===== config.mk =====
export PLATFORM = sky130hd
export DESIGN_NAME = mult_share_ctrl
export DESIGN_NICKNAME = d
export VERILOG_FILES = /design/src/rtl/mult_share_ctrl.sv
export SDC_FILE = /design/constraint.sdc
export NUM_CORES = 1
export LEC_CHECK = 0
export ABC_AREA = 1
export CAP_MARGIN = 20
export CELL_PAD_IN_SITES_DETAIL_PLACEMENT = 0
export CELL_PAD_IN_SITES_GLOBAL_PLACEMENT = 1
export CORE_UTILIZATION = 36
export DETAILED_ROUTE_END_ITERATION = 8
export PLACE_DENSITY_LB_ADDON = 0.15
export SLEW_MARGIN = 15
export SYNTH_ARGS = -nofsm -noshare
export SYNTH_HDL_FRONTEND = slang
export SYNTH_SLANG_ARGS = --single-unit

===== constraint.sdc =====
create_clock -name clk -period 5.23 [get_ports clk]
set_input_delay 0.523 -clock clk [delete_from_list [all_inputs] [get_ports clk]]
set_output_delay 0.523 -clock clk [all_outputs]
set_load 0.02 [all_outputs]

===== src/rtl/mult_share_ctrl.sv =====
`default_nettype none
// ============================================================================
// Module      : mult_share_ctrl (with helper mult_NMbit)
// Description : Round-robin sequencer that time-shares one unsigned N x M
//               combinational array multiplier between two requesters.
//               Operands are registered, held for SETTLE_CYC cycles, and the
//               product is captured and returned over a valid/ready channel.
// Revision    : 1.0 - initial release
// ============================================================================

// Unsigned shift-and-add array multiplier, purely combinational.
module mult_NMbit #(
  parameter int N = 4,
  parameter int M = 5
) (
  input  logic [N-1:0]   a,
  input  logic [M-1:0]   b,
  output logic [N+M-1:0] p
);

  // Sum of the partial products a << i for every set bit of b
  always_comb begin
    p = '0;
    for (int i = 0; i < M; i++) begin
      if (b[i]) p = p + ((N+M)'(a) << i);
    end
  end

endmodule

module mult_share_ctrl #(
  parameter int N          = 4,
  parameter int M          = 5,
  parameter int SETTLE_CYC = 2
) (
  input  logic           clk,
  input  logic           rst,
  input  logic           req0_valid,
  output logic           req0_ready,
  input  logic [N-1:0]   req0_a,
  input  logic [M-1:0]   req0_b,
  input  logic           req1_valid,
  output logic           req1_ready,
  input  logic [N-1:0]   req1_a,
  input  logic [M-1:0]   req1_b,
  output logic           resp0_valid,
  input  logic           resp0_ready,
  output logic           resp1_valid,
  input  logic           resp1_ready,
  output logic [N+M-1:0] resp_prod,
  output logic           busy,
  output logic           grant_id
);

  // A zero-cycle settle would sample the array in the same cycle the
  // operands land, which defeats the purpose of the settle interval.
  if (SETTLE_CYC < 1) begin : g_settle_chk
    $error("mult_share_ctrl: SETTLE_CYC must be >= 1");
  end

  localparam int CW = (SETTLE_CYC > 1) ? $clog2(SETTLE_CYC) : 1;
  localparam logic [CW-1:0] CNT_LOAD = CW'(SETTLE_CYC - 1);

  typedef enum logic [1:0] {
    IDLE   = 2'd0,
    SETTLE = 2'd1,
    RESP   = 2'd2
  } state_t;

  state_t         state;
  logic [N-1:0]   op_a;
  logic [M-1:0]   op_b;
  logic [CW-1:0]  cnt;
  logic           last_grant;
  logic           win;
  logic [N+M-1:0] array_p;

  mult_NMbit #(.N(N), .M(M)) u_mult (
    .a (op_a),
    .b (op_b),
    .p (array_p)
  );

  // Round-robin winner: a lone requester wins, a tie goes to the one not served last
  always_comb begin
    if (req0_valid && req1_valid) win = ~last_grant;
    else                          win = req1_valid;
  end

  // Operand acceptance only in IDLE, only for the winner, never during reset
  always_comb begin
    req0_ready = !rst && (state == IDLE) && req0_valid && !win;
    req1_ready = !rst && (state == IDLE) && req1_valid &&  win;
  end

  // Sequencer: accept -> hold operands on the array -> capture -> respond
  always_ff @(posedge clk) begin
    if (rst) begin
      state       <= IDLE;
      resp_prod   <= '0;
      resp0_valid <= 1'b0;
      resp1_valid <= 1'b0;
      grant_id    <= 1'b0;
      last_grant  <= 1'b1;
      cnt         <= '0;
      op_a        <= '0;
      op_b        <= '0;
      busy        <= 1'b0;
    end else begin
      case (state)
        IDLE: begin
          if (req0_ready || req1_ready) begin
            op_a     <= win ? req1_a : req0_a;
            op_b     <= win ? req1_b : req0_b;
            grant_id <= win;
            cnt      <= CNT_LOAD;
            busy     <= 1'b1;
            state    <= SETTLE;
          end
        end
        SETTLE: begin
          if (cnt == '0) begin
            resp_prod   <= array_p;
            resp0_valid <= ~grant_id;
            resp1_valid <=  grant_id;
            state       <= RESP;
          end else begin
            cnt <= cnt - 1'b1;
          end
        end
        RESP: begin
          if ((resp0_valid && resp0_ready) || (resp1_valid && resp1_ready)) begin
            last_grant  <= grant_id;
            resp0_valid <= 1'b0;
            resp1_valid <= 1'b0;
            busy        <= 1'b0;
            state       <= IDLE;
          end
        end
        default: begin
          state <= IDLE;
        end
      endcase
    end
  end

endmodule
`default_nettype wire

==> images/floorplan.png <==
(6 px per um) Pins as bars on the die edge.
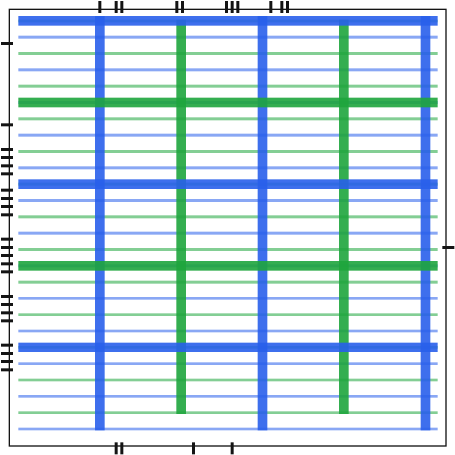
VDD -> green
VSS -> blue
rows = 25
signal pins = 39
met5 straps = 5
Worst VDD drop: 0.1400 mV
Core Area: 0.004755 mm2
die x size: 72.55 um
Die Height: 72.55 um

==> images/route_heat.png <==
(4 px per um) The die is cut into 15 by 15 equal tiles; dark purple is low, yellow is high, scaled to the fullest tile. Values are wire area over tile area, all layers added.
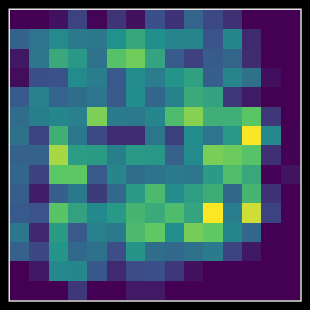
nearly empty tiles = 18%
mean over tiles = 0.13
tiles over half the peak = 24%
Tot GR Track Use: 0.1759
Avg WL per Cell: 11.94 um
via count: 1709
drt total wl: 4.252 mm

==> images/sizing.png <==
(4 px per um)
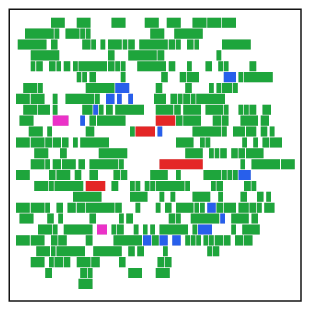
x2 -> blue  # cells 15
x3 and x4 -> magenta  # cells 2
x6 and larger -> red  # cells 4
x1 and smaller -> green  # cells 268
Final Cell Area: 0.002302 mm2
PnR worst setup slack: 0.6845 ns
area grow syn2layout: 28.49%
Non-clock buffers: 39

==> images/placed.png <==
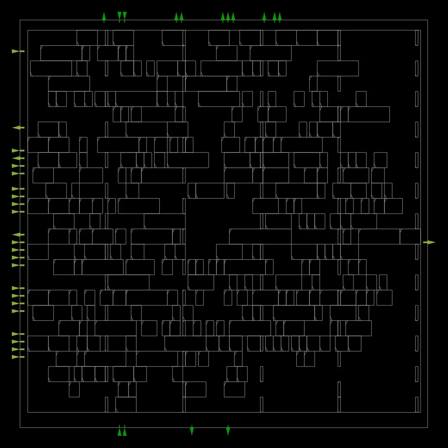
fillcell total: 506
TAP cells: 67
num sequential: 26

==> images/ff_map.png <==
(4 px per um) Other sequential cells in the stronger gray, the rest of the logic in the fainter gray.
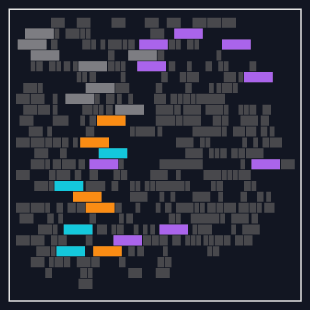
`resp_prod` -> purple  # flops 9
`op_a` -> cyan  # flops 4
`op_b` -> orange  # flops 5
not colored = 8
register area: 520.5 um2
Seq area share: 0.2261

==> results_slide.txt <==
Run Summary

Worst setup path
  – CP Max Fanout: 7
  – CP Class: flip-flop to flip-flop
  – R2R Path End: resp_prod[5]

Detailed routing
  – Post-route DRC violation count: 0
  – Metal2 WL: 1.860 mm

Logic synthesis
  – Most used flip-flop cell: dfxtp_1
  – Area leader share: 0.2905
  – Top non-seq family: simple AND/OR/NAND/NOR gates
  – Avg Cell Area, Syn: 7.082 um2
  – Mux frac, synth: 0

Clock network
  – Skew-Pair Late Insertion Delay: 0.27 ns
  – CTS tree: done

Run status
  – Status: finished, final reports clean

Pwr
  – Seq power: 230 uW
  – Max power group: sequential cells
  – P_leak: 0.001003 uW

Timing
  – Final setup vio count: 0

Global route
  – Number of global-route vias before repair: 1551
  – GRT met1 Usage: 0.2541
  – Global Route met3 Usage: 0.03194

Placement
  – Placed instance count: 352

Final layout
  – Combinational share of cell area: 0.4875
Power figures rest on the tool's default switching activity, not on a simulated workload.
